--- src/rtl/rdout_framer.sv ---
// rtl/rdout_framer.sv - readout framer: 32x17 FIFO with trailer insertion, hold register and overflow tracking
module rdout_framer #(
  parameter int TMR = 0
) (
  input  logic        clk,
  input  logic        rst,
  input  logic        push,
  input  logic [15:0] din,
  input  logic        lastword,
  input  logic        errload,
  input  logic        rd_en,
  output logic [15:0] dout,
  output logic        dvalid,
  output logic        empty,
  output logic        afull,
  output logic [3:0]  nframes,
  output logic        frame_rdy,
  output logic        ovfl
);

  typedef enum logic [1:0] {
    IDLE = 2'd0,
    BODY = 2'd1,
    TRLR = 2'd2
  } state_t;

  state_t      state;
  state_t      state_next;

  // bit 16 tags a trailer word
  logic [16:0] mem [32];
  logic [5:0]  wptr;
  logic [5:0]  rptr;
  logic [5:0]  wptr_next;
  logic [5:0]  rptr_next;
  logic [5:0]  count_next;

  logic        hold_v;
  logic [15:0] hold_d;
  logic        hold_last;
  logic        hold_err;

  logic [7:0]  wc;
  logic        errflag;
  logic        ovflag;

  logic        acc_valid;
  logic [15:0] acc_data;
  logic        acc_last;
  logic        acc_err;
  logic        trlr_wr;
  logic        data_wr;
  logic        drop_acc;
  logic        drop_push;
  logic        hold_load;
  logic        hold_clear;
  logic        wr_en;
  logic [16:0] wr_word;
  logic        rd_ok;
  logic        pop_trlr;
  logic [3:0]  nframes_next;

  // Word selection, FIFO bookkeeping and next-state decode
  always_comb begin
    acc_valid    = 1'b0;
    acc_data     = din;
    acc_last     = lastword;
    acc_err      = errload;
    trlr_wr      = 1'b0;
    data_wr      = 1'b0;
    drop_acc     = 1'b0;
    drop_push    = 1'b0;
    hold_load    = 1'b0;
    hold_clear   = 1'b0;
    wr_en        = 1'b0;
    wr_word      = 17'h0;
    rd_ok        = 1'b0;
    pop_trlr     = 1'b0;
    wptr_next    = wptr;
    rptr_next    = rptr;
    count_next   = 6'd0;
    nframes_next = nframes;
    state_next   = state;

    trlr_wr = (state == TRLR);

    // A parked word always goes ahead of the live input so word order is kept
    if (hold_v) begin
      acc_data = hold_d;
      acc_last = hold_last;
      acc_err  = hold_err;
    end
    acc_valid = !trlr_wr && (hold_v || push);

    // Data writes are blocked once 31 words are held, which leaves the last slot for the trailer
    data_wr  = acc_valid && !afull;
    drop_acc = acc_valid && afull;

    // In TRLR a push parks in hold; while hold drains, a live push takes its place
    drop_push  = push && trlr_wr && hold_v;
    hold_load  = push && (trlr_wr ? !hold_v : hold_v);
    hold_clear = !trlr_wr && hold_v && !push;

    wr_en   = data_wr || trlr_wr;
    wr_word = trlr_wr ? {1'b1, 4'hE, errflag, ovflag, 2'b00, wc} : {1'b0, acc_data};

    rd_ok    = rd_en && !empty;
    pop_trlr = rd_ok && mem[rptr[4:0]][16];

    wptr_next    = wptr + {5'd0, wr_en};
    rptr_next    = rptr + {5'd0, rd_ok};
    // Wrapping 6-bit pointers give occupancy 0..32 directly
    count_next   = wptr_next - rptr_next;
    nframes_next = nframes + {3'd0, trlr_wr} - {3'd0, pop_trlr};

    case (state)
      IDLE:    if (acc_valid) state_next = acc_last ? TRLR : BODY;
      BODY:    if (acc_valid && acc_last) state_next = TRLR;
      TRLR:    state_next = IDLE;
      default: state_next = IDLE;
    endcase
  end

  generate
    if (TMR != 0) begin : g_tmr
      state_t st_a;
      state_t st_b;
      state_t st_c;

      // Three copies of the state register, majority-voted bit by bit
      always_ff @(posedge clk or posedge rst) begin
        if (rst) begin
          st_a <= IDLE;
          st_b <= IDLE;
          st_c <= IDLE;
        end else begin
          st_a <= state_next;
          st_b <= state_next;
          st_c <= state_next;
        end
      end

      assign state = state_t'((st_a & st_b) | (st_a & st_c) | (st_b & st_c));
    end else begin : g_single
      // Plain state register
      always_ff @(posedge clk or posedge rst) begin
        if (rst) state <= IDLE;
        else     state <= state_next;
      end
    end
  endgenerate

  // Storage array; contents are abandoned on reset by clearing the pointers
  always_ff @(posedge clk) begin
    if (wr_en) mem[wptr[4:0]] <= wr_word;
  end

  // Pointers, read port, status flags, hold register and per-frame accumulators
  always_ff @(posedge clk or posedge rst) begin
    if (rst) begin
      wptr      <= 6'd0;
      rptr      <= 6'd0;
      dout      <= 16'h0000;
      dvalid    <= 1'b0;
      empty     <= 1'b1;
      afull     <= 1'b0;
      nframes   <= 4'd0;
      frame_rdy <= 1'b0;
      ovfl      <= 1'b0;
      hold_v    <= 1'b0;
      hold_d    <= 16'h0000;
      hold_last <= 1'b0;
      hold_err  <= 1'b0;
      wc        <= 8'd0;
      errflag   <= 1'b0;
      ovflag    <= 1'b0;
    end else begin
      wptr      <= wptr_next;
      rptr      <= rptr_next;
      dvalid    <= rd_ok;
      if (rd_ok) dout <= mem[rptr[4:0]][15:0];
      empty     <= (count_next == 6'd0);
      afull     <= (count_next >= 6'd31);
      nframes   <= nframes_next;
      frame_rdy <= (nframes_next != 4'd0);
      if (drop_acc || drop_push) ovfl <= 1'b1;

      if (hold_load) begin
        hold_v    <= 1'b1;
        hold_d    <= din;
        hold_last <= lastword;
        hold_err  <= errload;
      end else if (hold_clear) begin
        hold_v    <= 1'b0;
      end

      if (trlr_wr) begin
        wc      <= 8'd0;
        errflag <= 1'b0;
        ovflag  <= 1'b0;
      end else begin
        if (data_wr && (wc != 8'hFF)) wc <= wc + 8'd1;
        if (acc_valid && acc_err)     errflag <= 1'b1;
        if (drop_acc)                 ovflag <= 1'b1;
      end
    end
  end

endmodule

--- config.mk ---
export PLATFORM = sky130hd
export DESIGN_NAME = rdout_framer
export DESIGN_NICKNAME = d
export VERILOG_FILES = /design/src/rtl/rdout_framer.sv
export SDC_FILE = /design/constraint.sdc
export NUM_CORES = 1
export LEC_CHECK = 0
export CELL_PAD_IN_SITES_DETAIL_PLACEMENT = 0
export CELL_PAD_IN_SITES_GLOBAL_PLACEMENT = 1
export CORE_ASPECT_RATIO = 1.5
export CORE_UTILIZATION = 45
export CTS_BUF_LIST = sky130_fd_sc_hd__clkbuf_8
export DETAILED_ROUTE_END_ITERATION = 10
export PLACE_DENSITY = 0.79
export SETUP_SLACK_MARGIN = 0.1
export SYNTH_ARGS = -nofsm -noshare
export SYNTH_HDL_FRONTEND = slang
export SYNTH_SLANG_ARGS = --single-unit
--- constraint.sdc ---
create_clock -name clk -period 4.7 [get_ports clk]
set_input_delay 0.705 -clock clk [delete_from_list [all_inputs] [get_ports clk]]
set_output_delay 0.705 -clock clk [all_outputs]
set_load 0.01 [all_outputs]
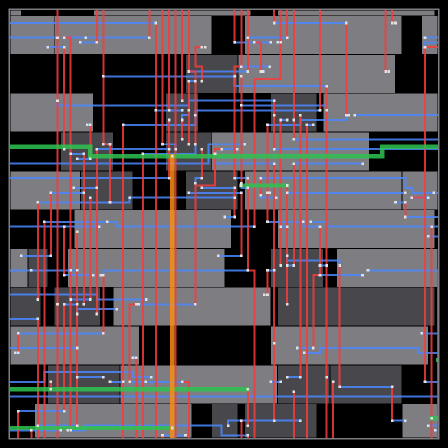
(run_1/zoom.png)
Window x 82 to 112, y 188 to 218 um. Cells in gray, sequential cells in the stronger gray; small squares are vias.
| color | layer |
|---|---|
| orange | met4 |
| green | met3 |
| red | met2 |
| blue | met1 |
netlist names of flops here include: mem (16)
most frequent: edfxtp_1 (16), mux2i_1 (7), clkbuf_8 (3)
sequential cells in the window: 16
cells with their middle in the window: 33

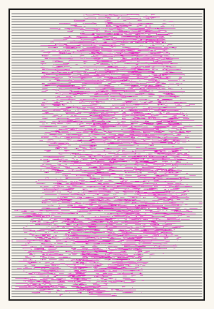
(run_1/met1.png)
Scale: 1 px per um. Supply wires on this layer in gray.
main direction: horizontal
nets with wire on the layer: 1526

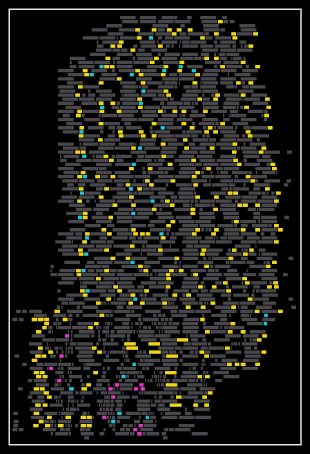
(run_1/gate_families.png)
Scale: 1.5 px per um.
| color | family | cells | most used |
|---|---|---|---|
| magenta | XOR/XNOR gates | 14 | xnor2_1 |
| yellow | multiplexers | 302 | mux2i_1 |
| cyan | AND-OR and OR-AND gates | 36 | a22o_1 |
Commonest Layout Cell: edfxtp_1
Finished Layout Cells: 2306
Comb area share: 22.2%

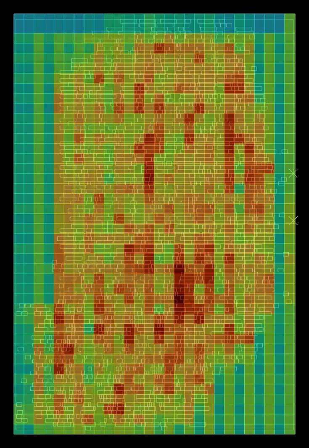
(run_1/final_congestion.png)
DR WL/cell: 23.7 um
busiest grt layer: met2
grt met3 use: 2.77%
gr usage total: 19.7%

==> flow_metrics.env, run 1 <==
# source this file to load flow results
export IMPL_cts_max_level=3
export IMPL_cp_required_ps=5200
export IMPL_cts_setup_buffers=0
export IMPL_comb_power_mw=6.68
export IMPL_rsz0062_at_grt="false"
export IMPL_cp_max_fo=15
export IMPL_post_route_drc_count=2
export IMPL_ys_warn_count=0
export IMPL_startpoint="rptr[0]"
export IMPL_synth_logic_top_family="multiplexers"
export IMPL_drtIter0Drc=995
export IMPL_drive_gt1_share_pct=16.9
export IMPL_top_cell_area_share_pct=66.0
export IMPL_largest_class="flip-flops and latches"
export IMPL_switching_share_pct=34.9
export IMPL_viasPerCell=5.71
export IMPL_final_cell_area_mm2=0.0279
export IMPL_timing_critical_path_mode_cell="inv_1"
export IMPL_cp_num_buf_inv=4
export IMPL_cp_end_kind="flop"
export IMPL_hp_start="state[1]"
export IMPL_status="complete, but fails checks"
export IMPL_worstHoldEndpoint="state[0]"
export IMPL_power_leader="sequential cells"
export IMPL_violations="DRC"
export IMPL_clockBufferDepth=3
export IMPL_synth_seq_share_pct=72.8
export IMPL_r2r_worst_path_cells=12
export IMPL_lay_top_cells="edfxtp_1 (544), mux2i_1 (273), clkbuf_8 (95)"
export IMPL_syn_to_final_growth_pct=12.5
export IMPL_critical_path_depth=12
export IMPL_nets=1587
export IMPL_core_area_mm2=0.0540
export IMPL_leakage_nw=10.0
export IMPL_fill_cells=4251
export IMPL_log_warning_count=28
export IMPL_route_met2_wl_um=29900
export IMPL_pre_cts_slack_ps=881
==> run_1/metal_stack.png <==
Scale: 1 px per um. Only two layers are drawn.
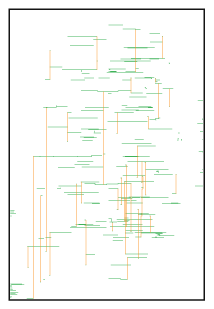

==> run 2: changes to the inputs <==
==> constraint.sdc (replaced) <==
create_clock -name clk -period 3.7 [get_ports clk]
set_input_delay 0.555 -clock clk [delete_from_list [all_inputs] [get_ports clk]]
set_output_delay 0.555 -clock clk [all_outputs]
set_load 0.01 [all_outputs]
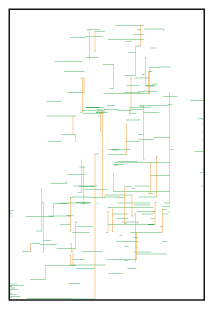
(run_2/metal_stack.png)
Scale: 1 px per um. Only two layers are drawn.
| color | layer | wire length |
|---|---|---|
| green | met3 | 2260 um |
| orange | met4 | 1350 um |

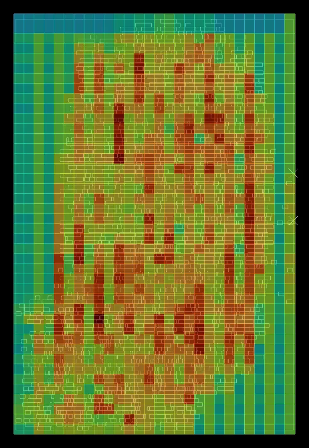
(run_2/final_congestion.png)
DR WL/cell: 23.3 um
Core Util, Final: 51.6%
gr usage total: 19.7%

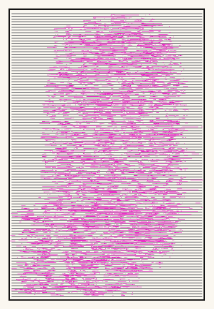
(run_2/met1.png)
Scale: 1 px per um. Supply wires on this layer in gray.
nets with wire on the layer: 1530
longest straight run: 54.3 um

==> flow_metrics.env, run 2 <==
# source this file to load flow results
export IMPL_status="complete, but fails checks"
export IMPL_numPortBuffers=46
export IMPL_critical_path_depth=11
export IMPL_cp_num_buf_inv=3
export IMPL_ys_warn_count=0
export IMPL_sh_comb_area_pct=22.2
export IMPL_startpoint="rptr[0]"
export IMPL_cts_max_level=3
export IMPL_r2r_slack_ps=280
export IMPL_worstMarginPinSlew_ps=1180
export IMPL_synth_main_ff_cell="edfxtp_1"
export IMPL_switching_share_pct=35.2
export IMPL_lay_top_cells="edfxtp_1 (544), mux2i_1 (273), clkbuf_8 (92)"
export IMPL_taps=689
export IMPL_nets=1604
export IMPL_drive_gt1_share_pct=17.1
export IMPL_route_met2_wl_um=29900
export IMPL_logic_gate_count=721
export IMPL_final_cell_area_mm2=0.0279
export IMPL_period_needed_ps=3420
export IMPL_xor_area_share_pct=0.495
export IMPL_post_route_drc_count=2
export IMPL_viasPerCell=5.63
export IMPL_skew_ps=31.0
export IMPL_drtIter0Drc=767
export IMPL_r2r_worst_path_cells=11
export IMPL_clockBufferDepth=3
export IMPL_top_usage_layer="met2"
export IMPL_cp_max_fo=5
export IMPL_cts_hold_buffers_added=0
export IMPL_syn_to_final_growth_pct=12.5
export IMPL_log_warning_count=26
export IMPL_fill_cells=4230
export IMPL_cts_setup_buffers=0
export IMPL_timing_critical_path_mode_cell="inv_1"
export IMPL_violations="DRC"
export IMPL_n_clock_buffer=92
export IMPL_comb_power_mw=8.59
export IMPL_lay_top_count="edfxtp_1"
export IMPL_core_area_mm2=0.0540
export IMPL_stdcell_count=2324
export IMPL_synth_seq_share_pct=72.8
export IMPL_use_met3_pct=3.05
export IMPL_cp_required_ps=4220
export IMPL_num_nonclk_buffers=121
export IMPL_largest_class="flip-flops and latches"
export IMPL_setup_violations=0
export IMPL_leakage_nw=10.1
export IMPL_synth_logic_top_family="multiplexers"
export IMPL_top_cell_area_share_pct=66.0
